Clock wiring as the flow saved it:
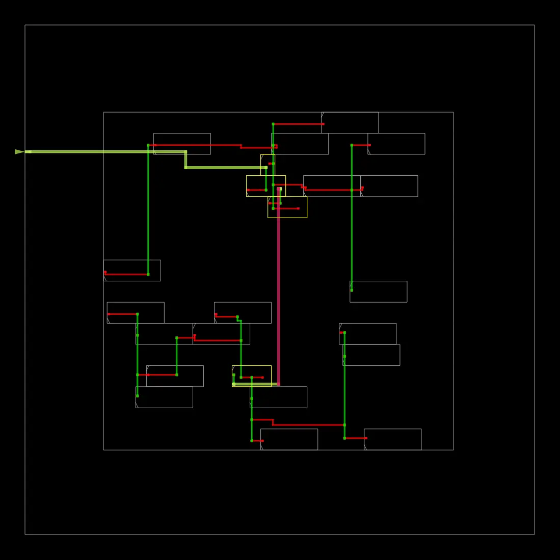
Sequential cells colored by netlist name:
Bar = 20 um. Other sequential cells in the stronger gray, the rest of the logic in the fainter gray.
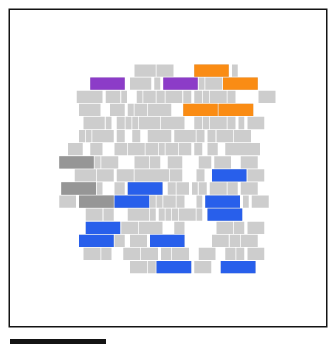
**config.mk**
```make
export PLATFORM = sky130hd
export DESIGN_NAME = seq_onehot_decoder
export DESIGN_NICKNAME = d
export VERILOG_FILES = /design/src/rtl/seq_decoder_pkg.sv /design/src/rtl/binary_to_onehot.sv /design/src/rtl/seq_onehot_decoder.sv
export SDC_FILE = /design/constraint.sdc
export NUM_CORES = 1
export LEC_CHECK = 0
export CAP_MARGIN = 15
export CORE_MARGIN = 10
export CORE_UTILIZATION = 50
export CTS_BUF_LIST = sky130_fd_sc_hd__clkbuf_8
export CTS_CLUSTER_DIAMETER = 100
export DETAILED_ROUTE_END_ITERATION = 6
export PLACE_DENSITY = 0.8
export SYNTH_ARGS = -nofsm -noshare
export SYNTH_HDL_FRONTEND = slang
export SYNTH_SLANG_ARGS = --single-unit
```
**constraint.sdc**
```tcl
create_clock -name clk -period 2 [get_ports clk]
set_clock_uncertainty 0.1 [all_clocks]
set_input_delay 0.3 -clock clk [delete_from_list [all_inputs] [get_ports clk]]
set_output_delay 0.3 -clock clk [all_outputs]
set_load 0.005 [all_outputs]
```
**src/rtl/seq_decoder_pkg.sv**
```systemverilog
// Shared definitions for the sequential one-hot decoder family.
//   state_t       : FSM state encoding (IDLE, DRIVE, GAP, ERR)
//   cnt_width()   : width of the pulse/gap down-counter
//   params_legal(): parameter legality predicate, checked at elaboration
package seq_decoder_pkg;

  typedef enum logic [1:0] {
    IDLE  = 2'd0,
    DRIVE = 2'd1,
    GAP   = 2'd2,
    ERR   = 2'd3
  } state_t;

  // Counter must hold max(pulse_len, gap_len); never narrower than 1 bit.
  function automatic int cnt_width(input int pulse_len, input int gap_len);
    int m;
    m = (pulse_len > gap_len) ? pulse_len : gap_len;
    return ($clog2(m + 1) < 1) ? 1 : $clog2(m + 1);
  endfunction

  function automatic bit params_legal(input int code_w, input int num_out,
                                      input int pulse_len, input int gap_len);
    return (code_w >= 1) && (code_w <= 30) &&
           (num_out >= 2) && (num_out <= (1 << code_w)) &&
           (pulse_len >= 1) && (gap_len >= 0);
  endfunction

endpackage

```
**src/rtl/binary_to_onehot.sv**
```systemverilog
// Combinational binary-to-one-hot decoder.
//   code     : binary input code
//   onehot   : NUM_OUT lines, bit [code] set when code is in range, else all zero
//   in_range : high when code < NUM_OUT
module binary_to_onehot #(
  parameter int CODE_W  = 4,
  parameter int NUM_OUT = 10
) (
  input  logic [CODE_W-1:0]  code,
  output logic [NUM_OUT-1:0] onehot,
  output logic               in_range
);

  localparam int unsigned NUM_OUT_U = NUM_OUT;

  logic [31:0] code_ext;

  assign code_ext = 32'(code);
  assign in_range = (code_ext < NUM_OUT_U);

  always_comb begin
    onehot = '0;
    for (int unsigned i = 0; i < NUM_OUT_U; i++) begin
      onehot[i] = (code_ext == i);
    end
  end

endmodule

```
**src/rtl/seq_onehot_decoder.sv**
```systemverilog
// Sequential one-hot decoder: accepts a binary code over valid/ready, drives the
// matching output line for PULSE_LEN cycles, then idles GAP_LEN cycles before
// the next accept. Codes >= NUM_OUT give a one-cycle err pulse and no line.
//   clk, rst  : clock, synchronous active-high reset
//   in_valid  : code offered
//   in_ready  : block can accept (IDLE and not in reset), combinational
//   in_code   : binary code, sampled only on handshake
//   out       : registered one-hot lines
//   out_valid : high while a line is driven
//   err       : one-cycle pulse on an invalid code
//   code_q    : last accepted code
//   busy      : high in any state other than IDLE
module seq_onehot_decoder
  import seq_decoder_pkg::*;
#(
  parameter int CODE_W    = 4,
  parameter int NUM_OUT   = 10,
  parameter int PULSE_LEN = 3,
  parameter int GAP_LEN   = 2
) (
  input  logic               clk,
  input  logic               rst,
  input  logic               in_valid,
  output logic               in_ready,
  input  logic [CODE_W-1:0]  in_code,
  output logic [NUM_OUT-1:0] out,
  output logic               out_valid,
  output logic               err,
  output logic [CODE_W-1:0]  code_q,
  output logic               busy
);

  localparam int CNT_W = cnt_width(PULSE_LEN, GAP_LEN);

  if (!params_legal(CODE_W, NUM_OUT, PULSE_LEN, GAP_LEN)) begin : g_param_check
    $error("seq_onehot_decoder: illegal parameter set");
  end

  state_t             state_q, state_d;
  logic [CNT_W-1:0]   cnt_q, cnt_d;
  logic [NUM_OUT-1:0] out_d;
  logic               err_d;
  logic [CODE_W-1:0]  code_d;
  logic [NUM_OUT-1:0] dec_lines;
  logic               dec_in_range;
  logic               accept;

  binary_to_onehot #(
    .CODE_W (CODE_W),
    .NUM_OUT(NUM_OUT)
  ) u_dec (
    .code    (in_code),
    .onehot  (dec_lines),
    .in_range(dec_in_range)
  );

  assign in_ready  = (state_q == IDLE) & ~rst;
  assign accept    = in_valid & in_ready;
  assign out_valid = |out;
  assign busy      = (state_q != IDLE);

  always_comb begin
    state_d = state_q;
    cnt_d   = cnt_q;
    out_d   = out;
    err_d   = 1'b0;
    code_d  = code_q;
    case (state_q)
      IDLE: begin
        // Decoder result is only consumed under accept, so an unknown
        // in_code while in_valid is low never reaches out or err.
        if (accept) begin
          code_d = in_code;
          if (dec_in_range) begin
            out_d   = dec_lines;
            cnt_d   = CNT_W'(PULSE_LEN - 1);
            state_d = DRIVE;
          end else begin
            err_d   = 1'b1;
            state_d = ERR;
          end
        end
      end
      DRIVE: begin
        if (cnt_q != '0) begin
          cnt_d = cnt_q - CNT_W'(1);
        end else begin
          out_d = '0;
          if (GAP_LEN == 0) begin
            state_d = IDLE;
          end else begin
            cnt_d   = CNT_W'(GAP_LEN - 1);
            state_d = GAP;
          end
        end
      end
      GAP: begin
        if (cnt_q != '0) begin
          cnt_d = cnt_q - CNT_W'(1);
        end else begin
          state_d = IDLE;
        end
      end
      ERR: begin
        state_d = IDLE;
      end
      default: begin
        state_d = IDLE;
      end
    endcase
  end

  always_ff @(posedge clk) begin
    if (rst) begin
      state_q <= IDLE;
      cnt_q   <= '0;
      out     <= '0;
      err     <= 1'b0;
      code_q  <= '0;
    end else begin
      state_q <= state_d;
      cnt_q   <= cnt_d;
      out     <= out_d;
      err     <= err_d;
      code_q  <= code_d;
    end
  end

endmodule

```
==> flow_metrics.tcl <==
# implementation run metrics
set metrics [dict create \
    timing.final.crit_period_ns 1.96 \
    globalRouteMet1Util_pct 14.0 \
    n_all_inverters 6 \
    dieHeight_um 65.6 \
    grt_first_pass_wirelength_mm 3.98 \
    final_cell_area_um2 1390 \
    reg_top3 "out: 10 flops, code_q: 4 flops" \
    tapCellCount 27 \
    met2_usage_pct 17.9 \
    antennaDiodeCount 0 \
    cts-htree-levels 1 \
    worst_r2r_path_depth 8 \
    synth.largest_area_cell "sky130_fd_sc_hd__dfxtp_1" \
    top_cell_area_share_pct 36.5 \
    worst_vdd_rail_ir_drop_mv 0.769 \
    setup.worst_path.start_class "flop" \
    io-pin-count 25 \
    fin_nets 159 \
    endpoint_required_time_on_the_critical_path_ns 1.60 \
    stage_log_warnings 31 \
    timing.slew.headroom_pct 71.4 \
    setup_tns_ns 0 \
    slowest_cell_delay_on_critical_path_ns 0.52 \
    ant_nets_after_route 0 \
    yosys_warnings 0 \
    cts_made_buffers 3 \
    netlist_top_cells_count "19 x sky130_fd_sc_hd__dfxtp_1, 15 x sky130_fd_sc_hd__nand2_1, 12 x sky130_fd_sc_hd__mux2i_1" \
    biggestCellCategory "logic gates" \
    mappedNetlistArea_um2 1040 \
    edf_count 0 \
    largest-register "out" \
    whs_endpoint "code_q[2]" \
    synthToLayoutAreaGrowth_pct 33.5 \
    timing.critical_path.from "state_q[0]" \
    buffers_excl_clock 29 \
    grt_most_used_layer "met2" \
    run_status "complete, no violations" \
]
Back to the opening pictures, 'clock wiring as the flow saved it':
number of clock sinks seen by CTS: 19
Layout clock buffers: 3
worst skew pair latency: 0.26 ns
P_clk: 0.271 mW

Back to the opening pictures, 'sequential cells colored by netlist name':
legend:
  code_q:
    color: orange
    sequential_cells: 4
  out:
    color: blue
    sequential_cells: 10
  cnt_q:
    color: purple
    sequential_cells: 2
not colored: 3

[cell families (layout without fill, tap and decap cells)]
kind of cell               Yosys count  after routing  share of synthesized area, %
adders and majority gates            7              7                          8.41
DFF                                 19             19                          36.5
buffers and inverters               11             39                          6.13
muxes                               12             12                          11.5
AOI/OAI and AO/OA                   18             18                          12.6
and+or+nand+nor                     49             49                          24.8
[timing repair]
item,in CTS,in global routing
setup endpoints to repair,2,1
buffers inserted,0,0
hold buffers,0,0
resized,2,1
[routing by layer]
layer	up-vias	share of wire, %
met5	-	0
met4	0	1.0
met3	2	6.4
met2	21	47
met1	413	46
li1	450	-
[report_power, final]
part	internal [mW]	total, mW	leakage (nW)	switching [mW]
clock network	0.139	0.271	0.0255	0.132
logic	0.408	0.813	0.348	0.404
registers	0.435	0.475	0.155	0.0407
Power and IR drop assume default switching activity.
